==> config.mk <==
export PLATFORM = sky130hd
export DESIGN_NAME = ttt_game_ctrl
export DESIGN_NICKNAME = d
export VERILOG_FILES = /design/src/rtl/ttt_game_ctrl.sv
export SDC_FILE = /design/constraint.sdc
export NUM_CORES = 1
export LEC_CHECK = 0
export CAP_MARGIN = 25
export CORE_MARGIN = 2
export CORE_UTILIZATION = 48
export DETAILED_ROUTE_END_ITERATION = 8
export PLACE_DENSITY = 0.75
export RECOVER_POWER = 100
export SYNTH_ARGS = -nofsm -noshare
export SYNTH_HDL_FRONTEND = slang
export SYNTH_SLANG_ARGS = --single-unit
==> constraint.sdc <==
create_clock -name clk_10000Hz -period 1.74 [get_ports clk_10000Hz]
set_clock_uncertainty 0.1 [all_clocks]
set_input_delay 0.348 -clock clk_10000Hz [delete_from_list [all_inputs] [get_ports clk_10000Hz]]
set_output_delay 0.348 -clock clk_10000Hz [all_outputs]
set_load 0.01 [all_outputs]
==> src/rtl/ttt_game_ctrl.sv <==
// ttt_game_ctrl: turn sequencer and win/draw referee for the two-player O/X game
module ttt_game_ctrl #(
  parameter logic FIRST_PLAYER       = 1'b0,
  parameter int   AUTO_RESTART_TICKS = 30000,
  parameter int   CNT_W              = 15
) (
  input  logic       clk_10000Hz,
  input  logic       reset,
  input  logic       new_game,
  input  logic       move_valid,
  input  logic [3:0] move_cell,
  output logic       whosTurn,
  output logic [1:0] gameend,
  output logic [8:0] board_o,
  output logic [8:0] board_x,
  output logic [8:0] win_mask,
  output logic       move_ack,
  output logic       move_rej
);
  typedef enum logic [1:0] {PLAY, CHECK, DONE} state_t;
  localparam logic [71:0] LINES = {9'h007, 9'h038, 9'h1C0, 9'h049, 9'h092, 9'h124, 9'h111, 9'h054};
  state_t state, state_n;
  logic [8:0] board_o_n, board_x_n, win_mask_n, mover, hit;
  logic [1:0] gameend_n;
  logic whos_n, ack_n, rej_n, legal, restart;
  logic [3:0] moves, moves_n;
  logic [CNT_W-1:0] hold, hold_n;
  logic [15:0] occ;
  always_comb begin
    occ = {7'b0, board_o | board_x};
    legal = move_cell <= 4'd8 && !occ[move_cell];
    mover = whosTurn ? board_x : board_o;
    hit = '0;
    for (int i = 0; i < 8; i++)
      hit = hit | (((mover & LINES[9*i +: 9]) == LINES[9*i +: 9]) ? LINES[9*i +: 9] : 9'h0);
    restart = new_game || (state == DONE && AUTO_RESTART_TICKS != 0 && hold == CNT_W'(AUTO_RESTART_TICKS - 1));
    state_n = state;
    board_o_n = board_o;
    board_x_n = board_x;
    win_mask_n = win_mask;
    gameend_n = gameend;
    whos_n = whosTurn;
    moves_n = moves;
    hold_n = '0;
    ack_n = 1'b0;
    rej_n = 1'b0;
    if (restart) begin
      state_n = PLAY;
      board_o_n = '0;
      board_x_n = '0;
      win_mask_n = '0;
      gameend_n = 2'b00;
      whos_n = FIRST_PLAYER;
      moves_n = '0;
    end else if (state == PLAY) begin
      if (move_valid && legal) begin
        board_o_n = whosTurn ? board_o : board_o | (9'b1 << move_cell);
        board_x_n = whosTurn ? board_x | (9'b1 << move_cell) : board_x;
        moves_n = moves + 4'd1;
        ack_n = 1'b1;
        state_n = CHECK;
      end
      rej_n = move_valid && !legal;
    end else if (state == CHECK) begin
      rej_n = move_valid;
      if (|hit) begin
        gameend_n = whosTurn ? 2'b10 : 2'b01;
        win_mask_n = hit;
        state_n = DONE;
      end else if (moves == 4'd9) begin
        gameend_n = 2'b11;
        win_mask_n = '0;
        state_n = DONE;
      end else begin
        whos_n = ~whosTurn;
        state_n = PLAY;
      end
    end else begin
      rej_n = move_valid;
      hold_n = (AUTO_RESTART_TICKS != 0) ? hold + 1'b1 : '0;
    end
  end
  always_ff @(posedge clk_10000Hz) begin
    if (reset) begin
      state <= PLAY;
      board_o <= '0;
      board_x <= '0;
      win_mask <= '0;
      gameend <= 2'b00;
      whosTurn <= FIRST_PLAYER;
      moves <= '0;
      hold <= '0;
      move_ack <= 1'b0;
      move_rej <= 1'b0;
    end else begin
      state <= state_n;
      board_o <= board_o_n;
      board_x <= board_x_n;
      win_mask <= win_mask_n;
      gameend <= gameend_n;
      whosTurn <= whos_n;
      moves <= moves_n;
      hold <= hold_n;
      move_ack <= ack_n;
      move_rej <= rej_n;
    end
  end
endmodule

Run 1, clock distribution:
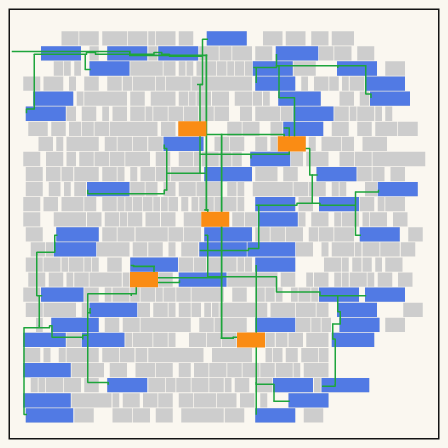
[orange] cells driving clock nets | count: 5
[green] clock wires | length: 586 um
[blue] flip-flops | count: 53
routed clock nets	6
flops lie	spread over the die

Run 1, pin placement:
Pins as bars across the die edge, other pins in grey.
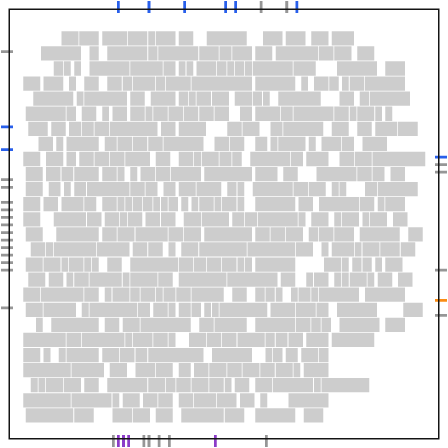
colour	port	pins	direction	edge
purple	move_cell	4	input	bottom
orange	move_rej	1	output	right
blue	win_mask	9	output	6 top, 2 left, 1 right
all pins by edge	16 left, 10 bottom, 8 top, 6 right

==> results.txt, run 1 <==
yosys + openroad results -> status complete, but fails checks, violated checks setup timing, Synth Warn # 0, pin count of the biggest net entering global routing 26, M2 GR Usage 47.30%, WP data required 1.86 ns, CP Launch Point board_o[7]$_SDFFE_PP0P_, final number of setup-violating endpoints 36, grt met3 use around 5.1%, power share of the combinational group 9.7%, Sw Pwr 0.5345 mW, met2 routed wirelength 4368 um, I/O pins 40, HPWL after DPL 5592 um, CTS tree done, slowest stage delay, CP 0.38 ns, Yosys top cell by area dfxtp_1, synthesized area 2571 um^2, top cells by count dfxtp_1, nor2_1, nand2_1, Place WS -0.7069 ns, comb pwr 0.229 mW, floorplan net count 310, vias in the first global route 2,802, PnR worst setup slack -0.3368 ns, initial DRC count 151, PD cells 561.0 nW/um^2, maxcap violations 0, distinct lib cells 56, minimum clock period between 2 and 2.5 ns, slowest CP cell or3b_4, synthesis-to-layout area growth 63.16%, seq pwr 1.20 mW
Run 1, routing congestion map:
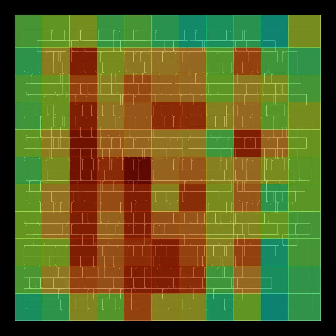
overall global routing resource usage: 27.85%
global routing usage on met1: 34.21%
Final Util: 81.62%

## run 1: flip-flops by register name, summed over array words and instances, names as in the netlist
name / cells
moves: 4
win_mask: 9
state: 2
move_rej: 1
board_x: 9
move_ack: 1
gameend: 2
whosTurn: 1
hold: 15
board_o: 9
## run 1: area by class of cell
| cell class | count | area, um^2 |
|---|---|---|
| flip-flops and latches | 53 | 1117 |
| clock inverters | 2 | 35.03 |
| inverters | 5 | 18.77 |
| clock buffers | 6 | 93.84 |
| repair buffers | 143 | 1220 |
| well taps | 70 | 87.58 |
| fillers | 324 | 944.7 |
| multi-input cells | 224 | 1623 |
## run 1: worst min path at each step
stage	to	slack, ns	cells past startpoint
final	win_mask[7]$_SDFFE_PP0P_	0.36	2
after global routing	win_mask[7]$_SDFFE_PP0P_	0.39	2
after global placement	win_mask[7]$_SDFFE_PP0P_	0.35	2
after detailed placement	win_mask[7]$_SDFFE_PP0P_	0.35	2
after floorplan	hold[0]$_SDFF_PP0_	0.33	1
after CTS	win_mask[7]$_SDFFE_PP0P_	0.36	2
## run 1: kinds of logic (layout without fill, tap and decap cells)
family                   count (synthesis)  after routing  share of synthesized area, %
buffers and inverters                   22            156                         4.574
AND-OR/OR-AND                           76             76                         22.00
flip-flops                              53             53                         41.27
adder cells (fa/ha/maj)                  3              3                         1.460
AND/OR/NAND/NOR                        132            132                         26.28
XOR/XNOR                                13             13                         4.428
## run 1: worst reg2reg max path: cells and delay by family, from the launching register on
| kind | cells | cell delay, ns |
|---|---|---|
| and+or+nand+nor | 3 | 0.79 |
| AOI/OAI and AO/OA | 3 | 0.62 |
| DFF | 1 | 0.36 |
| buffers and inverters | 1 | 0.13 |
## run 1: repair_timing
action	CTS	global route
gates resized	59	27
gates cloned	0	2
setup buffers	8	2
endpoints found under the setup margin	72	41
pin swaps	15	28
--- run 2 (diff from run 1) ---
--- a/config.mk
+++ b/config.mk
@@ -9,6 +9,7 @@
 export CORE_MARGIN = 2
 export CORE_UTILIZATION = 48
 export DETAILED_ROUTE_END_ITERATION = 8
+export HOLD_SLACK_MARGIN = 0.06
 export PLACE_DENSITY = 0.75
 export RECOVER_POWER = 100
 export SYNTH_ARGS = -nofsm -noshare
Run 2, pin placement:
Pins as bars across the die edge, other pins in grey.
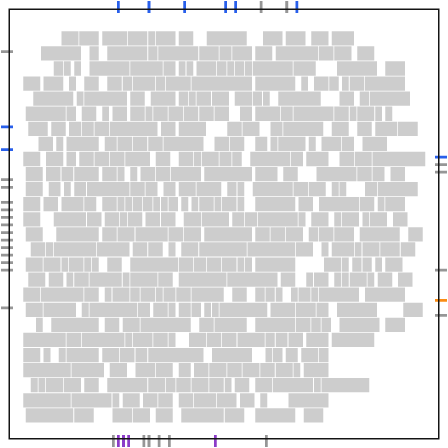
colour	port	pins	direction	edge
blue	win_mask	9	output	6 top, 2 left, 1 right
orange	move_rej	1	output	right
purple	move_cell	4	input	bottom

Run 2, routing congestion map:
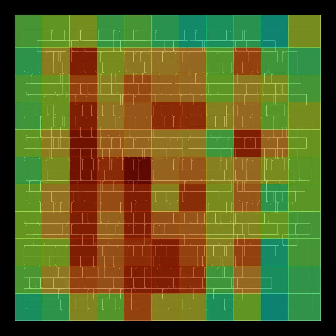
grt met3 use: 5.059%
layer carrying the most global-route usage: met2

==> results.txt, run 2 <==
yosys + openroad results -> met2 routed wirelength 4368 um (unchanged), slowest stage delay, CP 0.38 ns (about the same), violated checks setup timing (unchanged), most flop-heavy register hold (unchanged), vias in the first global route 2,802 (unchanged), overall global routing resource usage 27.85% (unchanged), # fillers 324 (unchanged), CTS tree done (unchanged), slowest CP cell or3b_4 (unchanged), max FFs per register 15 (unchanged), PnR worst setup slack -0.3368 ns (unchanged), maxcap violations 0 (unchanged), PD cells 561.0 nW/um^2 (unchanged), I/O pins 40 (unchanged), status complete, but fails checks (unchanged), final number of setup-violating endpoints 36 (unchanged), HPWL after DPL 5592 um (unchanged), minimum clock period 2.077 ns (unchanged), top cells by count dfxtp_1, nor2_1, nand2_1 (unchanged), WP data required 1.86 ns (about the same), Final Util 81.62% (unchanged), synthesized area 2571 um^2 (unchanged)
run 2: repair_timing:
action                                  4_1_cts  5_1_grt
hold buffers                                  0        0
cloned                                        0        2
pin swaps                                    15       28
endpoints found under the setup margin       72       41
setup buffers                                 8        2
gates resized                                59       27
hold endpoints to repair                      0        0
run 2: kinds of logic (layout without fill, tap and decap cells):
logic type	after synthesis	in the layout	share of synthesized area, %
AND-OR/OR-AND	76	76	22.00
adder cells (fa/ha/maj)	3	3	1.460
AND/OR/NAND/NOR	132	132	26.28
buffers and inverters	22	156	4.574
flip-flops	53	53	41.27
XOR/XNOR	13	13	4.428
run 2: metal layers:
metal  up-vias  track usage (%)
li1       1373                -
met1      1400            34.21
met2       148            47.30
met3        38            5.059
met4         0            12.50
met5         -                0
run 2: area by class of cell:
cell class / instances / area [um^2] / area share (%)
flip-flops and latches: 53 / 1117 / 26.63
multi-input cells: 224 / 1623 / 38.68
inverters: 5 / 18.77 / 0.4474
well taps: 70 / 87.58 / 2.088
clock inverters: 2 / 35.03 / 0.8351
repair buffers: 143 / 1220 / 29.08
clock buffers: 6 / 93.84 / 2.237
run 2: worst min-delay path: stages (launching register included):
cell and delay (ns):
dfxtp_1 0.32, nand2_1 0.05, o22ai_1 0.05
run 2: worst min path at each step:
stage               slack [ns]                        to  cells after the start
floorplan                 0.33        hold[0]$_SDFF_PP0_                      1
global placement          0.35  win_mask[7]$_SDFFE_PP0P_                      2
detailed placement        0.35  win_mask[7]$_SDFFE_PP0P_                      2
CTS                       0.36  win_mask[7]$_SDFFE_PP0P_                      2
global route              0.39  win_mask[7]$_SDFFE_PP0P_                      2
finish                    0.36  win_mask[7]$_SDFFE_PP0P_                      2
Power is estimated from default activity; no workload was simulated.
